## config.mk

```make
export PLATFORM = sky130hd
export DESIGN_NAME = uart_rxd
export DESIGN_NICKNAME = d
export VERILOG_FILES = /design/src/rtl/uart_pkg.sv /design/src/rtl/uart_rx_sync.sv /design/src/rtl/uart_rxd.sv
export SDC_FILE = /design/constraint.sdc
export NUM_CORES = 1
export LEC_CHECK = 0
export CORE_MARGIN = 4
export CORE_UTILIZATION = 30
export DETAILED_ROUTE_END_ITERATION = 16
export MAX_ROUTING_LAYER = met4
export PLACE_DENSITY = 0.5
export SKIP_CTS_REPAIR_TIMING = 1
export SLEW_MARGIN = 40
export SYNTH_ARGS = -nofsm -noshare
export SYNTH_HDL_FRONTEND = slang
export SYNTH_SLANG_ARGS = --single-unit
```

## constraint.sdc

```tcl
create_clock -name clk -period 2.3 [get_ports clk]
set_input_delay 0.69 -clock clk [delete_from_list [all_inputs] [get_ports clk]]
set_output_delay 0.69 -clock clk [all_outputs]
set_load 0.01 [all_outputs]
```

## src/rtl/uart_pkg.sv

```systemverilog
// Shared UART definitions: parity encodings, receiver FSM states and default rates.
package uart_pkg;

  localparam int SYS_FREQ_DEF = 50_000_000;
  localparam int BAUD_DEF     = 115200;

  localparam logic [1:0] P_EVEN = 2'b00;
  localparam logic [1:0] P_ODD  = 2'b01;
  localparam logic [1:0] P_NONE = 2'b10;

  typedef enum logic [2:0] {
    ST_IDLE,
    ST_START,
    ST_DATA,
    ST_PARITY,
    ST_STOP
  } rx_state_t;

  // Both 2'b10 and 2'b11 mean "no parity bit on the line".
  function automatic logic parity_enabled(input logic [1:0] mode);
    return ~mode[1];
  endfunction

endpackage

```

## src/rtl/uart_rx_sync.sv

```systemverilog
// Two-flop synchroniser for the asynchronous serial line plus a third flop for falling-edge detection.
module uart_rx_sync (
  input  logic clk,
  input  logic rst,
  input  logic rxd,
  output logic rxd_s,
  output logic rxd_fall
);

  logic [2:0] sync_q;

  // Flops reset low so that a line already low at reset release is not mistaken for a start edge.
  always_ff @(posedge clk or posedge rst) begin
    if (rst) begin
      sync_q <= 3'b000;
    end else begin
      sync_q <= {sync_q[1:0], rxd};
    end
  end

  assign rxd_s    = sync_q[1];
  assign rxd_fall = sync_q[2] & ~sync_q[1];

endmodule

```

## src/rtl/uart_rxd.sv

```systemverilog
// UART receiver: 8 data bits LSB first, optional even/odd parity, one stop bit, with per-frame error flags.
module uart_rxd
  import uart_pkg::*;
#(
  parameter int SYS_FREQ = SYS_FREQ_DEF,
  parameter int BAUD     = BAUD_DEF
) (
  input  logic       clk,
  input  logic       rst,
  input  logic       rxd,
  input  logic [1:0] parity,
  output logic [7:0] rxd_data,
  output logic       rxd_done,
  output logic       parity_err,
  output logic       frame_err,
  output logic       rxd_busy
);

  localparam int BAUD_DR = SYS_FREQ / BAUD;
  localparam int CNT_W   = $clog2(BAUD_DR);
  localparam logic [CNT_W-1:0] CNT_HALF = CNT_W'(BAUD_DR / 2 - 1);
  localparam logic [CNT_W-1:0] CNT_FULL = CNT_W'(BAUD_DR - 1);

  rx_state_t        state, next_state;
  logic [CNT_W-1:0] baud_cnt;
  logic [2:0]       bit_cnt;
  logic [7:0]       shift_reg;
  logic [1:0]       frame_par;
  logic             par_bad;
  logic             rxd_s, rxd_fall;
  logic             hit_half, hit_full;
  logic             latch_par, shift_en, par_sample, stop_sample;

  uart_rx_sync u_sync (
    .clk      (clk),
    .rst      (rst),
    .rxd      (rxd),
    .rxd_s    (rxd_s),
    .rxd_fall (rxd_fall)
  );

  assign hit_half = (baud_cnt == CNT_HALF);
  assign hit_full = (baud_cnt == CNT_FULL);

  always_ff @(posedge clk or posedge rst) begin
    if (rst) begin
      state <= ST_IDLE;
    end else begin
      state <= next_state;
    end
  end

  always_comb begin
    next_state = state;
    case (state)
      ST_IDLE:   if (rxd_fall) next_state = ST_START;
      // A line that is high again at mid start bit was only a glitch.
      ST_START:  if (hit_half) next_state = rxd_s ? ST_IDLE : ST_DATA;
      ST_DATA:   if (hit_full && bit_cnt == 3'd7)
                   next_state = parity_enabled(frame_par) ? ST_PARITY : ST_STOP;
      ST_PARITY: if (hit_full) next_state = ST_STOP;
      ST_STOP:   if (hit_full) next_state = ST_IDLE;
      default:   next_state = ST_IDLE;
    endcase
  end

  always_comb begin
    rxd_busy    = (state != ST_IDLE);
    latch_par   = (state == ST_IDLE) && rxd_fall;
    shift_en    = (state == ST_DATA) && hit_full;
    par_sample  = (state == ST_PARITY) && hit_full;
    stop_sample = (state == ST_STOP) && hit_full;
  end

  // Datapath: baud counter, bit counter, shift register and the registered frame results.
  always_ff @(posedge clk or posedge rst) begin
    if (rst) begin
      baud_cnt   <= '0;
      bit_cnt    <= 3'd0;
      shift_reg  <= 8'h00;
      frame_par  <= 2'b00;
      par_bad    <= 1'b0;
      rxd_data   <= 8'h00;
      rxd_done   <= 1'b0;
      parity_err <= 1'b0;
      frame_err  <= 1'b0;
    end else begin
      rxd_done <= 1'b0;

      case (state)
        ST_IDLE:  baud_cnt <= '0;
        ST_START: baud_cnt <= hit_half ? '0 : baud_cnt + 1'b1;
        default:  baud_cnt <= hit_full ? '0 : baud_cnt + 1'b1;
      endcase

      if (state != ST_DATA) begin
        bit_cnt <= 3'd0;
      end else if (shift_en) begin
        bit_cnt <= bit_cnt + 3'd1;
      end

      if (latch_par) begin
        frame_par <= parity;
        par_bad   <= 1'b0;
      end

      if (shift_en) begin
        shift_reg <= {rxd_s, shift_reg[7:1]};
      end

      // Even mode wants an even count of ones over data plus parity bit; odd mode inverts that.
      if (par_sample) begin
        par_bad <= (^shift_reg) ^ rxd_s ^ (frame_par == P_ODD);
      end

      if (stop_sample) begin
        rxd_data   <= shift_reg;
        parity_err <= parity_enabled(frame_par) & par_bad;
        frame_err  <= ~rxd_s;
        rxd_done   <= 1'b1;
      end
    end
  end

endmodule

```

==> results.json, run 1 <==
{
  "layout.filler_cells": 592,
  "met3_usage_pct": 2.838,
  "yosys.cell_types.count": 32,
  "post-place-ws_ps": 290.8,
  "count_of_mapped_cells_out_of_synthesis": 150,
  "cts_num_sinks": 40,
  "holdPathEnd": "u_sync.sync_q[1]",
  "worst_r2r_startpoint": "baud_cnt[0]",
  "grt.busiest_layer": "met2",
  "worst-slew-pin-transition_ps": 503.4,
  "place_inst": 240,
  "synthesis.area_sq_um": 1866,
  "std_cell_rows": 28,
  "min_path_cells": 0,
  "power.net_switching_uw": 596.5,
  "cpMaxStageDelayCell": "sky130_fd_sc_hd__or4b_4",
  "synth.cellmix.simpleShare_pct": 13.28,
  "hpwl_microns": 2343,
  "die_area_sq_um": 7544,
  "cts-buffers-inserted": 5,
  "place_area_sq_um": 2128,
  "power.switching_fraction_pct": 31.55,
  "critPathRequiredTime_ps": 2470,
  "r2r_setup_slack_ps": 280,
  "worst_ep_arrival_time_ps": 2190,
  "tritoncts": "done",
  "outcome": "finished clean",
  "synthArstFlopShare_pct": 100.0,
  "highest_fanout_seen_on_the_critical_path": 5,
  "critical_path.endpoint": "state[0]",
  "pin_count_of_the_biggest_net_entering_global_routing": 41,
  "gp_congestion": 0.8227,
  "topCombFamilyByArea": "multiplexers",
  "final_cell_utilization_of_the_core_pct": 37.34,
  "final_nets": 183,
  "timing.final.crit_share_pct": 87.63,
  "setup_violating_endpoint_count_in_the_final_report": 0,
  "lay_top_count": "sky130_fd_sc_hd__dfrtp_1",
  "netlist.top_cell.by_area": "sky130_fd_sc_hd__dfrtp_1",
  "clk_pin_slew_ps": 80,
  "post_synth_edffs": 0,
  "rsz0062_at_grt": "no",
  "avgSynthCellArea_sq_um": 12.44,
  "start_kind": "register"
}
==> run 1: power by group through the flow <==
stage                     registers, uW  logic (uW)  clock network (uW)
final                               841         562                 488
after global placement              856         532                   0
after CTS                           849         548                 513
after floorplan                     831         449                   0
after detailed placement            864         545                   0
after global routing                853         631                 543
==> run 1: cell type report <==
| type | instances | area, sq um | share of cell area, % |
|---|---|---|---|
| clock buffers | 6 | 82.58 | 3.691 |
| repair buffers | 21 | 200.2 | 8.949 |
| inverters | 5 | 18.77 | 0.8389 |
| flip-flops and latches | 40 | 1002 | 44.80 |
| clock inverters | 2 | 15.01 | 0.6711 |
| multi-input cells | 100 | 824.5 | 36.86 |
| well taps | 75 | 93.84 | 4.195 |
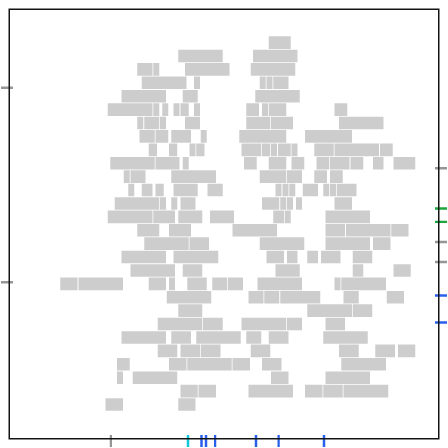
*Ports around the boundary, run 1*
Pins as bars across the die edge, other pins in grey.
colour	port	pins	direction	edge
green	parity	2	input	right
blue	rxd_data	8	output	6 bottom, 2 right
cyan	frame_err	1	output	bottom

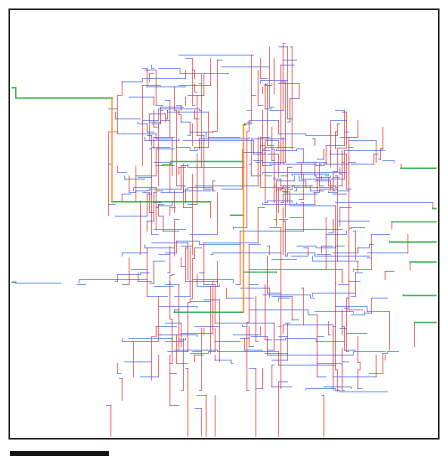
*Signal wires by layer, run 1*
Scale bar: 20 microns.
colour	layer	wire length
green	M3	127 microns
orange	M4	59.2 microns
red	M2	1580 microns
blue	M1	1410 microns
final routed wire length divided by cell count: 12.76 microns
total global routing track utilization: 9.810%
total wire length after detailed routing: 3178 microns
via count: 1149

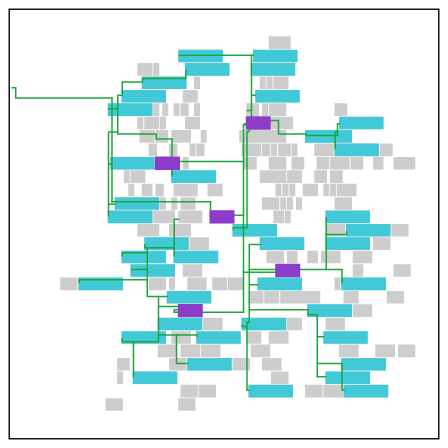
*Routed clock nets over the placement, run 1*
[green] clock wires | length: 520 microns
[purple] clock-net drivers | count: 5
[cyan] flip-flops | count: 40
routed clock nets	6
Final Skew: 8.682 ps
clock latency reported for the late side of the worst-skew pair: 290 ps
portion of total power attributed to the clock network: 25.8%
Clk power: 488 uW

--- run 2 (diff from run 1) ---
--- a/config.mk
+++ b/config.mk
@@ -8,6 +8,7 @@
 export CORE_MARGIN = 4
 export CORE_UTILIZATION = 30
 export DETAILED_ROUTE_END_ITERATION = 16
+export GPL_ROUTABILITY_DRIVEN = 0
 export MAX_ROUTING_LAYER = met4
 export PLACE_DENSITY = 0.5
 export SKIP_CTS_REPAIR_TIMING = 1
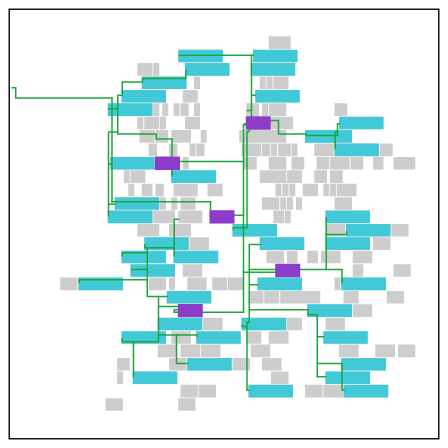
*Routed clock nets over the placement, run 2*
[cyan] flip-flops | count: 40
[green] clock wires | length: 520 microns
[purple] clock-net drivers | count: 5
routed clock nets	6

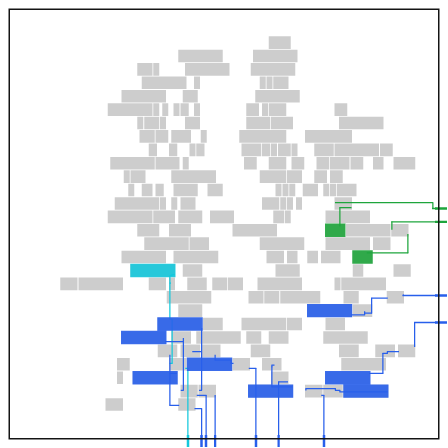
*Wires at chosen ports, followed through buffers, run 2*
colour	port	bits	direction	edge	end cells	wire
green	parity	2	input	right	2	50.2 microns
cyan	frame_err	1	output	bottom	1	34.3 microns
blue	rxd_data	8	output	6 bottom, 2 right	8	175 microns

==> results.json, run 2 <==
{
  "outcome": "finished clean",
  "relative_area_of_clock_buffers_and_inverters_in_the_final_design_pct": 4.362,
  "start_kind": "register",
  "layout.cells.largest_class": "registers",
  "worst-slew-pin-transition_ps": 503.4,
  "area.sequential_sq_um": 1002,
  "layout.filler_cells": 592,
  "count_of_clock_buffers_in_the_final_design": 6,
  "synthArstFlopShare_pct": 100.0,
  "clk_pin_slew_ps": 80,
  "die_area_sq_um": 7544,
  "worst_r2r_startpoint": "baud_cnt[0]",
  "comb_area_sq_um": 824.5,
  "layout.nonclk_buf_share_pct": 8.949,
  "count_of_mapped_cells_out_of_synthesis": 150,
  "met3_usage_pct": 2.838,
  "sh_comb_area_pct": 36.86,
  "area.share.sequential_pct": 44.80,
  "rsz0062_at_grt": "no",
  "lay_top_count": "sky130_fd_sc_hd__dfrtp_1",
  "avgSynthCellArea_sq_um": 12.44,
  "place_inst": 240,
  "worst_ep_arrival_time_ps": 2190,
  "cts_num_sinks": 40,
  "topCombFamilyByArea": "multiplexers",
  "critPathRequiredTime_ps": 2470,
  "vias": 1149,
  "nMultiInputCombCells": 100,
  "grt_use_total_pct": 9.810,
  "post-place-ws_ps": 290.8,
  "tritoncts": "done",
  "holdPathEnd": "u_sync.sync_q[1]",
  "setup_violating_endpoint_count_in_the_final_report": 0,
  "sequential_cell_total": 40,
  "floorplan.tapcells": 75,
  "highest_fanout_seen_on_the_critical_path": 5,
  "final_routed_wire_length_divided_by_cell_count_microns": 12.76,
  "clk-insertion-delay-late_ps": 290,
  "finalWirelength_microns": 3178,
  "synth.cellmix.simpleShare_pct": 13.28,
  "num-nonclk-inverters": 5,
  "cpMaxStageDelayCell": "sky130_fd_sc_hd__or4b_4",
  "post_synth_edffs": 0
}
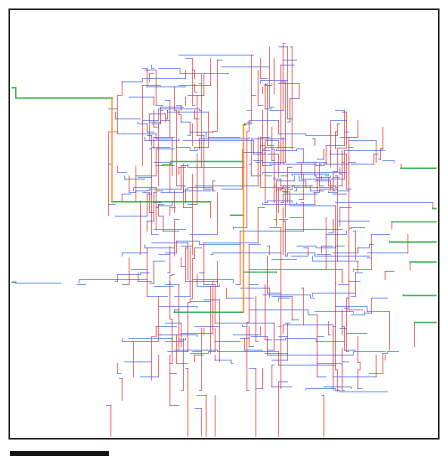
*Signal wires by layer, run 2*
Scale bar: 20 microns.
colour	layer	wire length
green	M3	127 microns
orange	M4	59.2 microns
red	M2	1580 microns
blue	M1	1410 microns

-- run 2: cell counts after synthesis --
Identical to the previous run, type by type.
-- run 2: power breakdown --
group	total (uW)	internal, uW	switching [uW]
registers	841	776	65.2
logic	562	276	286
clock network	488	243	245
total	1890	1290	597
-- run 2: how the worst max path moves through the flow --
stage / endpoint / cells past startpoint / from / slack (ps)
after floorplan: state[0] / 6 / baud_cnt[0] / 420
after detailed placement: state[1] / 6 / baud_cnt[0] / 290
after global placement: rxd_busy / 2 / state[2] / 310
final: state[0] / 6 / baud_cnt[0] / 280
after global routing: state[0] / 6 / baud_cnt[0] / 190
after CTS: rxd_busy / 2 / state[2] / -30
--- run 3 (diff from run 2) ---
--- a/config.mk
+++ b/config.mk
@@ -5,6 +5,7 @@
 export SDC_FILE = /design/constraint.sdc
 export NUM_CORES = 1
 export LEC_CHECK = 0
+export CAP_MARGIN = 20
 export CORE_MARGIN = 4
 export CORE_UTILIZATION = 30
 export DETAILED_ROUTE_END_ITERATION = 16
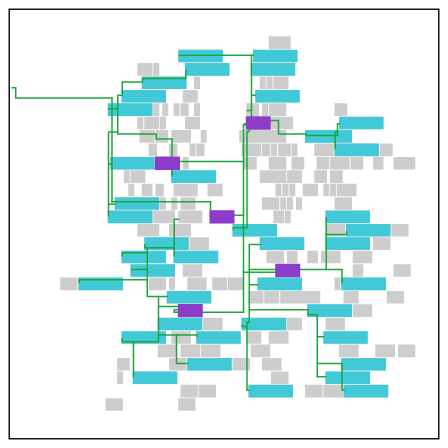
*Routed clock nets over the placement, run 3*
[purple] clock-net drivers | count: 5
[green] clock wires | length: 520 microns
[cyan] flip-flops | count: 40
routed clock nets	6

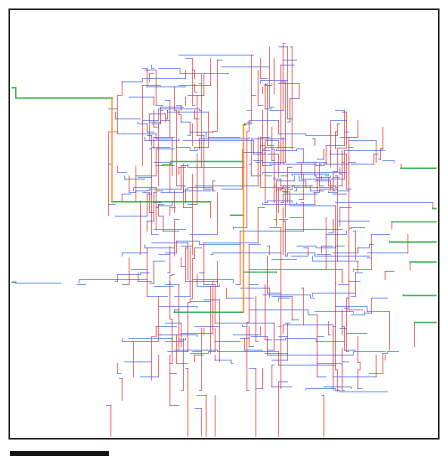
*Signal wires by layer, run 3*
Scale bar: 20 microns.
colour	layer	wire length
orange	M4	59.2 microns
blue	M1	1410 microns
red	M2	1580 microns
green	M3	127 microns

==> results.json, run 3 <==
{
  "finalWirelength_microns": 3178,
  "area.sequential_sq_um": 1002,
  "topCombFamilyByArea": "multiplexers",
  "fin_skew_ps": 8.682,
  "worst-slew-pin-transition_ps": 503.4,
  "r2r_setup_slack_ps": 280,
  "power.net_switching_uw": 596.5,
  "comb_area_sq_um": 824.5,
  "highest_fanout_seen_on_the_critical_path": 5,
  "place_inst": 240,
  "die_area_sq_um": 7544,
  "lay_top_count": "sky130_fd_sc_hd__dfrtp_1",
  "synth.cellmix.simpleShare_pct": 13.28,
  "avgSynthCellArea_sq_um": 12.44,
  "post_synth_edffs": 0,
  "final_nets": 183,
  "worst_r2r_startpoint": "baud_cnt[0]",
  "internal_power_uw": 1294,
  "outcome": "finished clean",
  "worst_ep_arrival_time_ps": 2190,
  "clk_pin_slew_ps": 80,
  "cts_num_sinks": 40,
  "final_routed_wire_length_divided_by_cell_count_microns": 12.76,
  "met3_usage_pct": 2.838,
  "clk-insertion-delay-late_ps": 290,
  "vias": 1149,
  "cpMaxStageDelayCell": "sky130_fd_sc_hd__or4b_4",
  "power.switching_fraction_pct": 31.55,
  "holdPathEnd": "u_sync.sync_q[1]",
  "place_area_sq_um": 2128
}
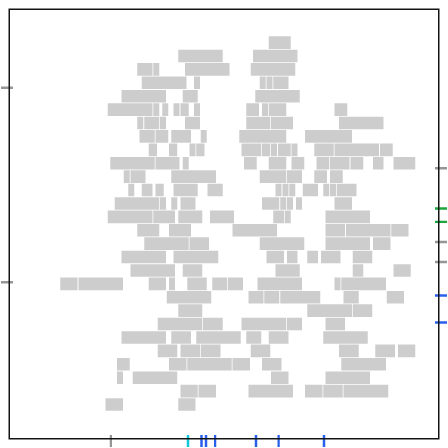
*Ports around the boundary, run 3*
Pins as bars across the die edge, other pins in grey.
colour	port	pins	direction	edge
cyan	frame_err	1	output	bottom
blue	rxd_data	8	output	6 bottom, 2 right
green	parity	2	input	right
all pins by edge	8 bottom, 7 right, 2 left
total of buffers placed on input and output ports: 16
die x size: 86.86 microns
Chip Height: 86.86 microns

==> run 3: cell counts after synthesis <==
Identical to the previous run, type by type.
==> run 3: layout make-up <==
| type | instances | share of cell area [%] |
|---|---|---|
| Clock inverter | 2 | 0.6711 |
| Clock buffer | 6 | 3.691 |
| Sequential cell | 40 | 44.80 |
| Timing Repair Buffer | 21 | 8.949 |
| Multi-Input combinational cell | 100 | 36.86 |
| Tap cell | 75 | 4.195 |
| Inverter | 5 | 0.8389 |
==> run 3: worst register-to-register path, cell delays in order (launching register included) <==
cell and delay, ps:
sky130_fd_sc_hd__dfrtp_1 430, sky130_fd_sc_hd__inv_1 80, sky130_fd_sc_hd__ha_1 130, sky130_fd_sc_hd__or4b_4 480
sky130_fd_sc_hd__o311ai_4 260, sky130_fd_sc_hd__o221ai_2 190, sky130_fd_sc_hd__mux2_1 340
Power and IR drop assume default switching activity.
